==> config.mk <==
export PLATFORM = sky130hd
export DESIGN_NAME = gray_counter
export DESIGN_NICKNAME = d
export VERILOG_FILES = /design/src/rtl/gray_counter.sv
export SDC_FILE = /design/constraint.sdc
export NUM_CORES = 1
export LEC_CHECK = 0
export CAP_MARGIN = 5
export CORE_AREA = 3 3 40 42
export CTS_CLUSTER_SIZE = 25
export DETAILED_ROUTE_END_ITERATION = 16
export DIE_AREA = 0 0 43 45
export HOLD_SLACK_MARGIN = 0.1
export PLACE_DENSITY_LB_ADDON = 0.3
export SLEW_MARGIN = 30
export SYNTH_ARGS = -nofsm -noshare
export SYNTH_HDL_FRONTEND = slang
export SYNTH_SLANG_ARGS = --single-unit
==> constraint.sdc <==
create_clock -name clk -period 2.68 [get_ports clk]
set_input_delay 0.402 -clock clk [delete_from_list [all_inputs] [get_ports clk]]
set_output_delay 0.402 -clock clk [all_outputs]
set_load 0.03 [all_outputs]
### Cells coloured by class, run 1

Fill, decap, tap and diode cells in grey.
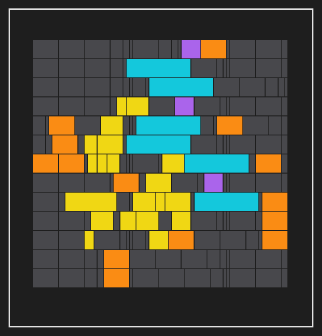
flip-flops: in cyan, cells 6, share of their area 32%. other buffers and delay cells: in orange, cells 14, share of their area 30%. all other logic: in yellow, cells 20, share of their area 33%. cells driving clock nets: in purple, cells 3, share of their area 4.8%.
Final Core Density: 0.3768
Cell Rows: 13
flop share of the area: 0.3101
Final Cell Area: 484.2 sq um

### I/O nets highlighted, run 1

Bar = 10 um.
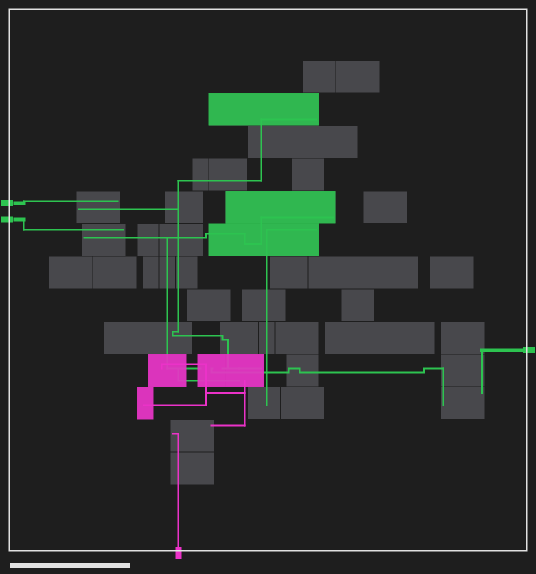
`binary`: in green, bits 3, direction output, edge 2 left, 1 right, end cells 3, buffers 3, wire 161 um. `up_dn`: in magenta, bits 1, direction input, edge bottom, end cells 4, buffers 1, wire 32.1 um.
Buffers on Ports: 14
Ports: 15

### Signal wires by layer, run 1

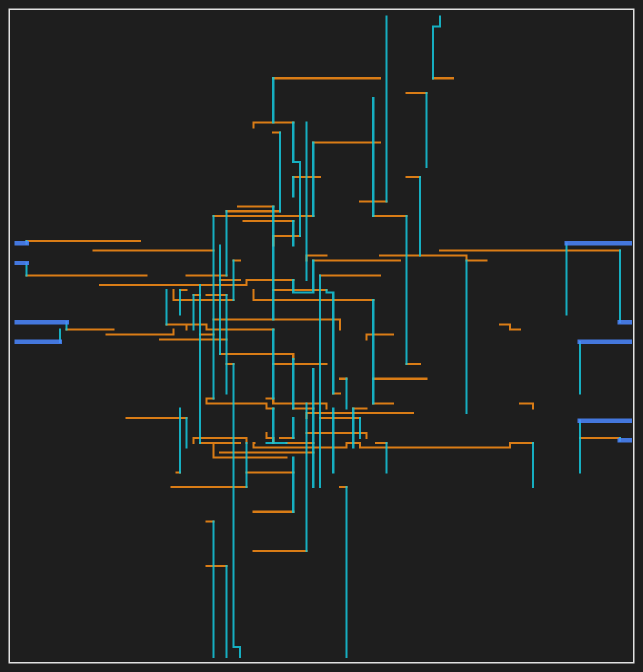
met1: in orange, wire length 288 um. met3: in blue, wire length 20.5 um. met2: in cyan, wire length 314 um.
DRT Wirelength: 622 um
all-layer global routing usage: 0.08158
Vias: 252
Wirelength per Cell: 10.72 um

==> results.json, run 1 <==
{
  "slew_headroom": 0.7882,
  "dr.pass1.iters": 2,
  "vdd_drop_max_mv": 0.2033,
  "synth_area_sq_um": 310.3,
  "cts_setup_buffers": 0,
  "cts_root_buf": "clkbuf_4",
  "synthTopCellsByArea": "dfrtp_1 (48%), xnor2_1 (8.5%), fa_1 (6.5%), mux2i_1 (3.2%), nand3_2 (3.2%)",
  "synth-area-yosys_sq_um": 310.3,
  "hold_buffers": 0,
  "netlist_top_cells_count": "dfrtp_1 (6), xnor2_1 (3), inv_1 (2), nor2_1 (2)",
  "p_switching_w": 0.0001154,
  "combPwrFrac": 0.395,
  "drv_cap": 0,
  "reg2reg_depth": 5,
  "end_kind": "flop",
  "fin_worst_skew_ns": 0.001142,
  "logic_area_sq_um": 145.1,
  "logic_family": "simple AND/OR/NAND/NOR gates",
  "n_fill_cell": 133,
  "ys_types": 18,
  "hold_path.class": "in -> async",
  "crit_arrival_ns": 2.27,
  "yosys-stat-cells": 27,
  "ant_nets": 0,
  "clk_pin_slew_worst_paths_ns": 0.04,
  "vias_per_cell": 4.345,
  "routabilityCongestion": 0.7338,
  "grt_max_degree": 10,
  "final_nets": 54,
  "fp_nets": 36,
  "mux_share": 0.03226,
  "crit_type": "in -> reg",
  "leakagePower_nw": 0.2091,
  "flop_cell": "dfrtp_1",
  "status": "finished, final reports clean",
  "max_freq_mhz": 462.9,
  "post-route-drc-count": 0,
  "grt_pass1_vias": 266,
  "avgSynthCellArea_sq_um": 11.49,
  "area_delta_synth_final_pct": 56.05,
  "p_int_w": 0.0002195,
  "htreeDepth": 1,
  "fp_util": 0.2415,
  "grt_antenna_before_repair": 0,
  "tool_warnings": 26,
  "p_sw_frac": 0.3446,
  "cts.sinks": 6,
  "dieWidth_um": 43,
  "synth_top_area_share": 0.4839,
  "die_h_um": 45,
  "cts_tree": "yes"
}
==> run 1: layout by cell type, fill, tap and decap left out, drive strengths merged <==
cell / netlist / final
clkdlybuf4s50: 0 / 14
a22oi: 1 / 1
o41ai: 1 / 1
or4b: 1 / 1
inv: 2 / 2
a21oi: 1 / 1
nand3: 1 / 1
nand2: 1 / 1
xnor2: 3 / 3
nand4: 1 / 1
nor2: 2 / 2
o21ai: 1 / 1
fa: 1 / 1
mux2i: 1 / 1
dfrtp: 6 / 6
xor2: 1 / 1
nand3b: 1 / 1
and3b: 1 / 1
clkbuf: 0 / 3
==> run 1: metrics by stage <==
step           power (W)  cell area [sq um]  setup slack [ns]  utilization  cells
5_1_grt        0.0003576              484.2            0.4597       0.3768     58
3_3_place_gp   0.0002556              461.7            0.2983       0.3593     55
2_1_floorplan  0.0001991              310.3            0.8029            -     27
3_5_place_dp   0.0002573              461.7            0.2692       0.3593     55
4_1_cts        0.0003409              484.2            0.5188       0.3768     58
6_report       0.0003348              484.2            0.5198       0.3768     58
==> run 1: area by class of cell <==
cell class              count  area share
inverters                   2     0.01550
multi-input cells          18      0.2997
well taps                  15     0.03876
flip-flops and latches      6      0.3101
clock buffers               3     0.04651
repair buffers             14      0.2894
==> run 1: metal layers <==
| layer | GRT usage | up-vias |
|---|---|---|
| li1 | - | 125 |
| met1 | 0.1042 | 118 |
| met2 | 0.1198 | 9 |
| met3 | 0.01195 | 0 |
| met4 | 0.07229 | 0 |
| met5 | 0 | - |
==> run 1: power groups by stage <==
stage | logic [W] | clock network (W) | registers (W)
after floorplan | 0.0000431 | 0 | 0.000156
after global placement | 0.000132 | 0 | 0.000123
after detailed placement | 0.000134 | 0 | 0.000123
after CTS | 0.000134 | 0.0000843 | 0.000123
after global routing | 0.000141 | 0.0000893 | 0.000127
final | 0.000132 | 0.0000806 | 0.000122
==> run 1: critical path: cells and delay by family <==
family | cells | cell delay, ns
XOR/XNOR | 2 | 0.23
adder cells (fa/ha/maj) | 1 | 0.43
buffers and inverters | 2 | 0.62
AND/OR/NAND/NOR | 2 | 0.59
==> run 1: kinds of logic (layout without fill, tap and decap cells) <==
logic type               count (synthesis)  after routing
buffers and inverters                    3             19
AND-OR/OR-AND                            4              4
flip-flops                               6              6
multiplexers                             1              1
AND/OR/NAND/NOR                          8              8
adder cells (fa/ha/maj)                  1              1
XOR/XNOR                                 4              4
### Cell outlines without signal wires, run 1

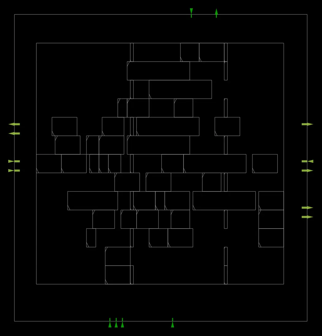

--- run 2 (diff from run 1) ---
==> constraint.sdc (replaced) <==
create_clock -name clk -period 1.9 [get_ports clk]
set_input_delay 0.285 -clock clk [delete_from_list [all_inputs] [get_ports clk]]
set_output_delay 0.285 -clock clk [all_outputs]
set_load 0.03 [all_outputs]
### Cell outlines without signal wires, run 2

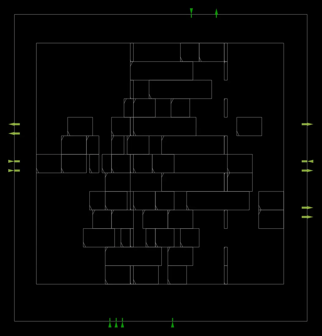
Layout Cells excl Fill: 63
layout filler cell count: 127

### Signal wires by layer, run 2

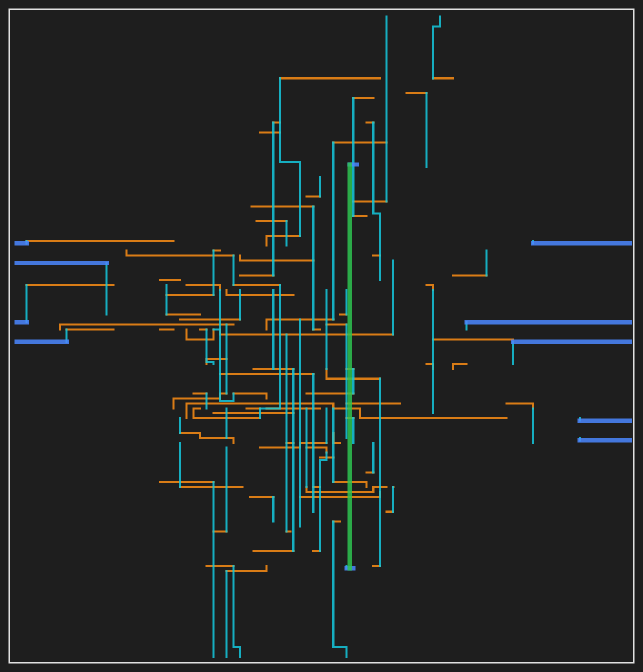
met1: in orange, wire length 258 um. met2: in cyan, wire length 313 um. met3: in blue, wire length 44.4 um. met4: in green, wire length 27.9 um.
Wirelength per Cell: 10.21 um
Vias: 273
all-layer global routing usage: 0.07879
DRT Wirelength: 643 um

### I/O nets highlighted, run 2

Bar = 10 um.
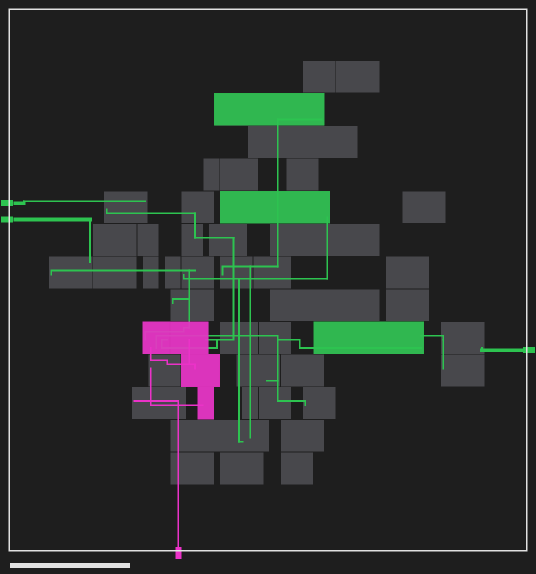
`binary`: in green, bits 3, direction output, edge 2 left, 1 right, end cells 3, buffers 5, wire 182 um. `up_dn`: in magenta, bits 1, direction input, edge bottom, end cells 4, buffers 2, wire 30.5 um.

==> results.json, run 2 <==
{
  "status": "finished, final reports clean",
  "cts.sinks": 6,
  "fin_crit_sh": 0.9184,
  "p_switching_w": 0.0001704,
  "synthArstFlopShare": 1.000,
  "max-clock-path-buffers": 2,
  "dp_hpwl_um": 525.2,
  "antenna_cells": 0,
  "flop_cell": "dfrtp_1",
  "dpl_cell_area_sq_um": 499.2,
  "combPwrFrac": 0.422,
  "vdd_drop_max_mv": 0.2515,
  "crit_type": "reg -> out",
  "vias_per_cell": 4.333,
  "reg2reg_depth": 5,
  "ys_types": 18,
  "cts_root_buf": "clkbuf_4",
  "ant_nets": 0,
  "fp_nets": 36,
  "pwr_density_cell_nw_per_um2": 940.7,
  "grt_max_degree": 9,
  "synth_area_sq_um": 310.3,
  "p_seq_frac": 0.339,
  "grt_pass1_vias": 276,
  "p_sw_frac": 0.3439,
  "largest_reg_flops": 3,
  "area_delta_synth_final_pct": 69.76,
  "leakagePower_nw": 0.2414,
  "post-route-drc-count": 0,
  "clk_pin_slew_worst_paths_ns": 0.04,
  "lay_top_cells": "clkdlybuf4s50_1 (13), dfrtp_1 (6), buf_4 (5)",
  "fp_util": 0.2415,
  "layout_top_cell": "clkdlybuf4s50_1",
  "rrSetupSlack_ns": 0.17,
  "synth_top_area_share": 0.4839,
  "hold_path.class": "in -> async",
  "drv_cap": 0,
  "fin_worst_skew_ns": 0.0006141,
  "port_buffers": 14,
  "hold_buffers": 0,
  "crit_fanout": 4,
  "tool_warnings": 26,
  "crit_buf_inv": 2,
  "hold_viol": 0,
  "cts_buffers": 3,
  "rsz0062_at_grt": "false",
  "dieWidth_um": 43,
  "yosys-stat-cells": 27,
  "crit_arrival_ns": 1.46,
  "top_area_cell": "dfrtp_1",
  "synth-area-yosys_sq_um": 310.3,
  "max_freq_mhz": 573.1,
  "post-place-cells": 60,
  "final_nets": 59,
  "rows": 13,
  "synthTopCellsByArea": "dfrtp_1 (48%), xnor2_1 (8.5%), fa_1 (6.5%), mux2i_1 (3.2%), nand3_2 (3.2%)",
  "dr.pass1.iters": 4,
  "routabilityCongestion": 0.8398,
  "drt_iter0_drc": 2,
  "grt_pass1_wl_mm": 1.076,
  "cp_num_cells": 2,
  "ios": 15,
  "cp-start-kind": "flop",
  "htreeDepth": 1,
  "cts_tree": "yes",
  "design_area_sq_um": 526.8,
  "die_h_um": 45,
  "avgSynthCellArea_sq_um": 11.49,
  "crit_family": "buffers and inverters",
  "netlist_top_cells_count": "dfrtp_1 (6), xnor2_1 (3), inv_1 (2), nor2_1 (2)",
  "p_int_w": 0.0003251,
  "fin_util": 0.4099,
  "slew_headroom": 0.7946,
  "end_kind": "output port",
  "grt_antenna_before_repair": 0
}
==> run 2: cell types whose count changed in the layout (fill, tap and decap cells not counted), sizes merged <==
cell           change
clkdlybuf4s50      -1
dlymetal6s2s       +1
buf                +5
==> run 2: layout make-up <==
class                   instances  area (sq um)
fillers                       127         758.2
repair buffers                 19         180.2
clock buffers                   3         22.52
flip-flops and latches          6         150.1
multi-input cells              18         147.6
well taps                      15         18.77
inverters                       2         7.507
==> run 2: metrics by stage <==
step	hold WS (ns)	worst slack (ns)	TNS (ns)	power (W)
6_report	0.2704	0.1550	0	0.0004955
3_5_place_dp	0.5406	-0.2989	-0.5540	0.0003799
2_1_floorplan	-0.01059	0.02294	0	0.0002809
4_1_cts	0.2722	0.03891	0	0.0005055
5_1_grt	0.2902	0.1148	0	0.0005218
3_3_place_gp	0.5336	-0.2767	-0.4836	0.0003785
==> run 2: cells by family after synthesis <==
logic type	Yosys count	synth area share
AND/OR/NAND/NOR	8	0.1734
flip-flops	6	0.4839
AND-OR/OR-AND	4	0.08466
XOR/XNOR	4	0.1129
buffers and inverters	3	0.04841
multiplexers	1	0.03226
adder cells (fa/ha/maj)	1	0.06452
==> run 2: power by group through the flow <==
stage	registers, W	clock network [W]	logic, W
final	0.000168	0.000118	0.000209
after global routing	0.000172	0.000126	0.000224
after CTS	0.000169	0.000124	0.000212
after detailed placement	0.000170	0	0.000210
after global placement	0.000169	0	0.000209
after floorplan	0.000220	0	0.0000608
==> run 2: repair_timing <==
action	CTS	global route
setup endpoints to repair	1	1
gates resized	1	1
buffers inserted	0	0
pin swaps	1	1
==> run 2: per-layer routing <==
layer	global-route usage	wire length, um
met1	0.08600	258
met2	0.1198	313
met3	0.003984	44
met4	0.1084	27
met5	0	0
Power figures rest on the tool's default switching activity, not on a simulated workload.
